`src/rtl/bram_port_arbiter_if.sv`:
```
// bram_port_arbiter_if: requester handshake and BRAM port bundle for bram_port_arbiter.
// master = requesters plus RAM (environment side), slave = arbiter side.
interface bram_port_arbiter_if #(
    parameter int DLEN = 32,
    parameter int HLEN = 5
);
    logic [1:0]        req_valid;
    logic [1:0]        req_we;
    logic [2*HLEN-1:0] req_addr;
    logic [2*DLEN-1:0] req_wdata;
    logic [1:0]        req_ready;
    logic [1:0]        rsp_valid;
    logic [DLEN-1:0]   rsp_data;
    logic              bram_wen;
    logic [HLEN-1:0]   bram_waddr;
    logic [DLEN-1:0]   bram_din;
    logic [HLEN-1:0]   bram_raddr;
    logic [DLEN-1:0]   bram_dout;

    modport master (
        output req_valid, req_we, req_addr, req_wdata, bram_dout,
        input  req_ready, rsp_valid, rsp_data, bram_wen, bram_waddr, bram_din, bram_raddr
    );

    modport slave (
        input  req_valid, req_we, req_addr, req_wdata, bram_dout,
        output req_ready, rsp_valid, rsp_data, bram_wen, bram_waddr, bram_din, bram_raddr
    );
endinterface

```
`src/rtl/bram_port_arbiter.sv`:
```
// bram_port_arbiter: two requesters sharing a simple dual-port BRAM.
// Write and read ports are arbitrated independently; read data returns one cycle
// after the read grant. Define BRAM_ARB_RR_EN for per-port round-robin arbitration;
// without it requester 0 always wins a contended port.
module bram_port_arbiter #(
    parameter int DLEN = 32,
    parameter int HLEN = 5
) (
    input  logic                clk,
    input  logic                reset,
    bram_port_arbiter_if.slave  bus,
    output logic [15:0]         conflict_cnt
);
    logic [1:0]  wr_cand;
    logic [1:0]  rd_cand;
    logic        wr_contend;
    logic        rd_contend;
    logic        wr_pri;
    logic        rd_pri;
    logic        wr_win;
    logic        rd_win;
    logic        wr_go;
    logic        rd_go;
    logic        rd_pend_q;
    logic        rd_pend_d;
    logic        rd_pend_id_q;
    logic        rd_pend_id_d;
    logic [15:0] conflict_cnt_q;
    logic [15:0] conflict_cnt_d;

`ifdef BRAM_ARB_RR_EN
    logic wr_ptr_q;
    logic wr_ptr_d;
    logic rd_ptr_q;
    logic rd_ptr_d;

    // Each port's pointer hands priority to the loser after a contended grant
    always_comb begin
        wr_ptr_d = wr_ptr_q;
        rd_ptr_d = rd_ptr_q;
        if (wr_go && wr_contend) wr_ptr_d = ~wr_win;
        if (rd_go && rd_contend) rd_ptr_d = ~rd_win;
    end

    // Pointer registers, both favour requester 0 out of reset
    always_ff @(posedge clk) begin
        if (reset) begin
            wr_ptr_q <= 1'b0;
            rd_ptr_q <= 1'b0;
        end else begin
            wr_ptr_q <= wr_ptr_d;
            rd_ptr_q <= rd_ptr_d;
        end
    end

    assign wr_pri = wr_ptr_q;
    assign rd_pri = rd_ptr_q;
`else
    assign wr_pri = 1'b0;
    assign rd_pri = 1'b0;
`endif

    // Candidate split and per-port winner selection
    always_comb begin
        wr_cand    = bus.req_valid & bus.req_we;
        rd_cand    = bus.req_valid & ~bus.req_we;
        wr_contend = &wr_cand;
        rd_contend = &rd_cand;
        wr_win     = wr_contend ? wr_pri : wr_cand[1];
        rd_win     = rd_contend ? rd_pri : rd_cand[1];
        wr_go      = (|wr_cand) && !reset;
        rd_go      = (|rd_cand) && !reset;
    end

    // Grants, RAM port drive and response qualification
    always_comb begin
        bus.req_ready  = '0;
        bus.bram_wen   = wr_go;
        bus.bram_waddr = '0;
        bus.bram_din   = '0;
        bus.bram_raddr = '0;
        bus.rsp_valid  = '0;
        bus.rsp_data   = bus.bram_dout;
        if (wr_go) begin
            bus.req_ready[wr_win] = 1'b1;
            bus.bram_waddr = wr_win ? bus.req_addr[2*HLEN-1:HLEN] : bus.req_addr[HLEN-1:0];
            bus.bram_din   = wr_win ? bus.req_wdata[2*DLEN-1:DLEN] : bus.req_wdata[DLEN-1:0];
        end
        if (rd_go) begin
            bus.req_ready[rd_win] = 1'b1;
            bus.bram_raddr = rd_win ? bus.req_addr[2*HLEN-1:HLEN] : bus.req_addr[HLEN-1:0];
        end
        // Masking with reset drops a read granted just before reset asserted
        if (rd_pend_q && !reset) bus.rsp_valid[rd_pend_id_q] = 1'b1;
    end

    // Next-state for pending read and saturating contention counter
    always_comb begin
        rd_pend_d      = rd_go;
        rd_pend_id_d   = rd_win;
        conflict_cnt_d = conflict_cnt_q;
        if (!reset && (wr_contend || rd_contend) && (conflict_cnt_q != '1))
            conflict_cnt_d = conflict_cnt_q + 16'd1;
    end

    // State registers
    always_ff @(posedge clk) begin
        if (reset) begin
            rd_pend_q      <= 1'b0;
            rd_pend_id_q   <= 1'b0;
            conflict_cnt_q <= '0;
        end else begin
            rd_pend_q      <= rd_pend_d;
            rd_pend_id_q   <= rd_pend_id_d;
            conflict_cnt_q <= conflict_cnt_d;
        end
    end

    assign conflict_cnt = conflict_cnt_q;
endmodule

```
`src/flat_wrapper.sv`:
```
// flat-port wrapper written by rule: the top's interface ports become plain ports
module bram_port_arbiter_flat 
#(
    parameter int DLEN = 32,
    parameter int HLEN = 5
)
  (clk, reset, conflict_cnt, bus_req_valid, bus_req_we, bus_req_addr, bus_req_wdata, bus_bram_dout, bus_req_ready, bus_rsp_valid, bus_rsp_data, bus_bram_wen, bus_bram_waddr, bus_bram_din, bus_bram_raddr);
  bram_port_arbiter_if #(.DLEN(DLEN), .HLEN(HLEN)) bus_i ();
  input  logic clk;
  input  logic reset;
  output logic [15:0] conflict_cnt;
  input wire logic [$bits(bus_i.req_valid)-1:0] bus_req_valid;
  input wire logic [$bits(bus_i.req_we)-1:0] bus_req_we;
  input wire logic [$bits(bus_i.req_addr)-1:0] bus_req_addr;
  input wire logic [$bits(bus_i.req_wdata)-1:0] bus_req_wdata;
  input wire logic [$bits(bus_i.bram_dout)-1:0] bus_bram_dout;
  output wire logic [$bits(bus_i.req_ready)-1:0] bus_req_ready;
  output wire logic [$bits(bus_i.rsp_valid)-1:0] bus_rsp_valid;
  output wire logic [$bits(bus_i.rsp_data)-1:0] bus_rsp_data;
  output wire logic [$bits(bus_i.bram_wen)-1:0] bus_bram_wen;
  output wire logic [$bits(bus_i.bram_waddr)-1:0] bus_bram_waddr;
  output wire logic [$bits(bus_i.bram_din)-1:0] bus_bram_din;
  output wire logic [$bits(bus_i.bram_raddr)-1:0] bus_bram_raddr;
  assign bus_i.req_valid = bus_req_valid;
  assign bus_i.req_we = bus_req_we;
  assign bus_i.req_addr = bus_req_addr;
  assign bus_i.req_wdata = bus_req_wdata;
  assign bus_i.bram_dout = bus_bram_dout;
  assign bus_req_ready = bus_i.req_ready;
  assign bus_rsp_valid = bus_i.rsp_valid;
  assign bus_rsp_data = bus_i.rsp_data;
  assign bus_bram_wen = bus_i.bram_wen;
  assign bus_bram_waddr = bus_i.bram_waddr;
  assign bus_bram_din = bus_i.bram_din;
  assign bus_bram_raddr = bus_i.bram_raddr;
  bram_port_arbiter #(.DLEN(DLEN), .HLEN(HLEN)) u_core (.clk(clk), .reset(reset), .bus(bus_i), .conflict_cnt(conflict_cnt));
endmodule
```
`config.mk`:
```
export PLATFORM = sky130hd
export DESIGN_NAME = bram_port_arbiter_flat
export DESIGN_NICKNAME = d
export VERILOG_FILES = /design/src/rtl/bram_port_arbiter_if.sv /design/src/rtl/bram_port_arbiter.sv /design/src/flat_wrapper.sv
export SDC_FILE = /design/constraint.sdc
export NUM_CORES = 1
export LEC_CHECK = 0
export CORE_MARGIN = 2
export CORE_UTILIZATION = 28
export DETAILED_ROUTE_END_ITERATION = 10
export PLACE_DENSITY = 0.93
export SLEW_MARGIN = 25
export SYNTH_ARGS = -nofsm -noshare
export SYNTH_HDL_FRONTEND = slang
export SYNTH_SLANG_ARGS = --single-unit
export TNS_END_PERCENT = 50
```
`constraint.sdc`:
```
create_clock -name clk -period 4.1 [get_ports clk]
set_clock_uncertainty 0.05 [all_clocks]
set_input_delay 0.82 -clock clk [delete_from_list [all_inputs] [get_ports clk]]
set_output_delay 0.82 -clock clk [all_outputs]
set_load 0.05 [all_outputs]
```
==> ds_physical_params.txt <==
Table: implementation figures

Parameter                              Value

GRT
  Total grt overflow .................. 0
  Pin count of the biggest net entering global routing .................. 39
  Wire length of the first global-routing pass .................. 10,800 um
  Via count of the first global-routing pass .................. 2,064
  Total GRT Usage .................. 21.6%
  Antenna violations before repair .................. 0

Final timing
  Worst Hold Margin .................. 470 ps
  Post-route fraction of the period consumed by the critical path .................. 91.2%
  Timing-limited maximum frequency .................. 0.268 GHz
  Final setup violation count .................. 0
  Slew at the pin with the worst max-slew slack .................. roughly 670 ps
  Unrepaired setup endpoints after global routing .................. no
  Normalized max-slew margin .................. 55.0%
  Accumulated negative setup slack .................. 0 ps
  Minimum period implied by the final worst setup slack .................. 3740 ps
  Final number of hold-violating endpoints .................. 0
  Max Transition Viols Final .................. 0

Clocking
  Number of buffers inserted by post-CTS setup repair .................. 0
  Clock-pin slew on the worst setup and hold paths .................. 70 ps
  Hold_buf cts .................. 0
  CTS H-tree lvls .................. 1
  Clock tree from TritonCTS .................. done
  Total of cells resized after clock tree synthesis .................. 0
  Maximum number of buffers from clock root to sink .................. 2
  Cell chosen for the clock root .................. clkbuf_8
  Number of buffers created by CTS .................. 3
  Sinks on Clock Net .................. 18

Cells and area
  Most frequent cells in the layout .................. clkdlybuf4s50_1, buf_12, a22o_1
  Layout fillers .................. 522
  Count of non-CTS inverters in the layout .................. 4
  Area delta synth->final .................. 101%
  Sequential share of cell area .................. between 10 and 15%
  Sequential cell area .................. 360 um^2
  Final design utilization .................. ~57%
  Number of multi-input combinational cells in the layout .................. 131
  Biggest area consumer among cell classes .................. non-clock buffers
  Dominant logic cell type in the layout .................. clkdlybuf4s50_1
  Number of non-clock buffers .................. ~150
  Combined area of the multi-input logic cells .................. 956 um^2
  Number of nets in the layout .................. 419
  Non-Clock Buffer Area Fraction .................. 55.5%
  Seq Cell Count .................. 18
  Area fraction of clock buffers and clock inverters .................. 1.65%
  Comb area share .................. 28.7%
  Layout clock buffers .................. 4
  Antenna diodes .................. 0
  Max FFs per register .................. 16
  Share of post-route cells with drive strength above 1 .................. 19.7%
  Post-route standard cell area excluding fillers .................. 3330 um^2

Pwr
  Total power consumption of the routed design .................. between 0.6 and 0.7 mW
  Net switching power .................. 0.209 mW
  Leading power group .................. combinational logic
  Cell area power density .................. 190 nW/um^2
  P_seq .................. between 0.15 and 0.2 mW
  Combinational share of power .................. 48.6%
  Leakage dissipation .................. 1.24 nW
  Switching fraction of total power .................. between 30% and 40%
  Internal power contribution .................. 0.425 mW
  Part of the total power dissipated in sequential elements .................. 28.2%
  Combinational Power .................. 0.308 mW
  Peak VDD IR .................. roughly 0.14 mV

Drt
  First-pass DRT Iterations .................. 4
  Routed len/inst .................. approximately 19 um
  Number of antenna-violating nets in the routed design .................. 0
  Post-DR vias/cell .................. 5.35
  First-iteration detailed-routing DRC count .................. 86
  Count of unresolved DRC violations after routing .................. 0

Floorplan
  Die Footprint .................. about 6500 um^2
  Tapcells inserted .................. about 75
  Die height .................. 80.9 um
  Placeable core area .................. 5820 um^2
  Horizontal die dimension .................. around 81 um
  Fraction of the core area occupied by cells at floorplan .................. 28.5%
  Std-Cell Rows .................. 28

Setup path
  Number of buffer and inverter stages on the critical path .................. 2
  Type of the setup path with the least slack .................. in2out
  Delay of the slowest cell on the worst path .................. roughly 820 ps
  Worst r2r path cells .................. 5
  Slack of the worst reg-to-reg path .................. 1870 ps
  Kind of cell adding the most delay to the critical path .................. buffers and inverters
  Data required time at the worst endpoint .................. 3230 ps
  Worst Path Max Fanout .................. 5
  Worst reg2reg startpoint .................. u_core.conflict_cnt[0]
  Critical Path Start Type .................. input pin
  Critical Path Sink Type .................. primary output
  Critical-path cell with the highest stage delay .................. clkdlybuf4s50_1
  R2R Path End .................. u_core.conflict_cnt[5]
  Data arrival time of the critical path .................. 2870 ps
  Depth of the critical timing path with buffers and inverters included .................. 6
  Worst setup path startpoint .................. bus_req_we[1]
  Chain of cells forming the critical path .................. clkdlybuf4s50_1 > nand2b_1 > nor2_1 > a22oi_1 > nor2_1 > clkdlybuf4s50_1
  Endpoint of the worst setup timing path .................. bus_bram_raddr[2]

Logic synthesis
  Share of async-settable or async-resettable flops after synthesis .................. 0%
  Prevailing post-synth register cell .................. dfxtp_1
  Post-synthesis share of cell area spent on and-or and or-and gates .................. 33.0%
  Share of Yosys cell area claimed by the top area cell type .................. 21.8%
  Top cells by area, synth .................. dfxtp_1, a22o_1, buf_4, or4_1, clkbuf_1
  Yosys warns .................. 0
  Cell taking the most area after synthesis .................. dfxtp_1
  Most popular library cell in the synthesized design by count .................. a22o_1
  Tally of unique sky130hd cells used after synthesis .................. 38
  Synth Cell Area .................. 1660 um^2
  Average cell area after synthesis .................. 8.28 um^2
  Synthesized net count .................. about 310
  Largest family of logic cells by area .................. AND-OR/OR-AND gates
  Register area share after synthesis .................. 21.8%
  Area share of xor/xnor cells in the synthesized design .................. 0.529%
  Synthesized netlist cell count .................. 200
  Count of library flops with an enable pin .................. 0
  Number of synthesized register bits .................. 18
  Cell total in the yosys stat output .................. 200
  Chip area estimate from yosys synthesis .................. 1660 um^2
  Leading post-synthesis cells by instance count .................. a22o_1, buf_4, dfxtp_1
  Area fraction in mux cells .................. 2.65%
  Adder-Cell Fraction of Synth Area .................. 0.756%
  Post-synthesis simple-gate area fraction .................. 20.6%

Place
  Total cell area at the placement stage .................. between 3000 and 4000 um^2
  Final GP Congestion .................. 0.840
  Estimated wirelength of the detail-placed design .................. between 5000 and 6000 um

Job
  OpenROAD warning count .................. 26
  Max_cap viols .................. 0

Min path
  Launch instance of the worst min-delay path .................. u_core.conflict_cnt[11]
  Terminating pin of the worst hold path .................. u_core.conflict_cnt[11]
  Type of the most critical hold path .................. reg2reg
  Hold depth .................. 1

Run status
  Result of the run .................. complete, no violations
cell families after synthesis:
kind of cell | count (synthesis)
flops | 18
compound gates | 67
xor+xnor | 1
mux | 4
simple gates | 58
fa+ha+maj | 1
buf+inv | 51
through the flow:
| step | worst slack [ps] | instances |
|---|---|---|
| after floorplan | 341 | 200 |
| after global placement | 528 | 376 |
| after detailed placement | 374 | 376 |
| after CTS | 373 | 380 |
| after global routing | 259 | 380 |
| final | 362 | 380 |
routing by layer:
metal / global-route usage, % / part of all wire (%) / vias up
met4: 6.10 / 1.6 / 0
met2: 36.7 / 51 / 114
met1: 24.8 / 38 / 949
met5: 0 / 0 / -
met3: 9.00 / 9.9 / 9
li1: - / - / 960
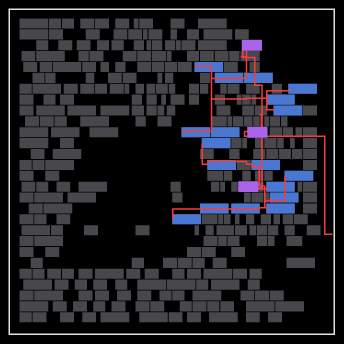
*Clock wires, drivers and flops*
(4 px per um)
[clock wires] red | length: 251 um
[flip-flops] blue | count: 18
[cells driving clock nets] purple | count: 3
routed clock nets	4
power in the clock group: 0.147 mW
clk ins delay skew pair: 260 ps
Clock Power Share: 23.2%

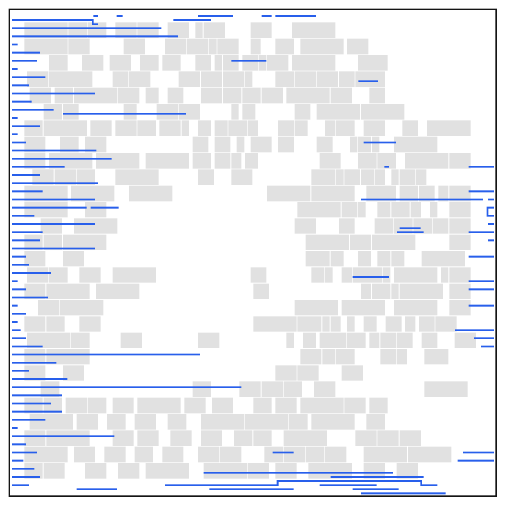
*The metal 3 layer*
(6 px per um)
main direction	horizontal
nets with wire on the layer	93
GR Util met3: 9.00%
Routed WL: 7240 um
via count: 2,032

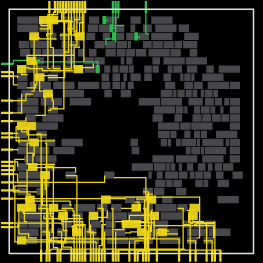
*Nets reached from selected ports*
(3 px per um)
port	color	direction	edge	end cells	buffers	wire
bus_req_wdata	yellow	input	34 south, 17 west, 13 north	32	64	1,710 um
bus_bram_raddr	green	output	4 north, 1 west	5	5	71.9 um
number of buffers inserted by port buffering: 142
Top Ports: 207

Power is estimated from default activity; no workload was simulated.
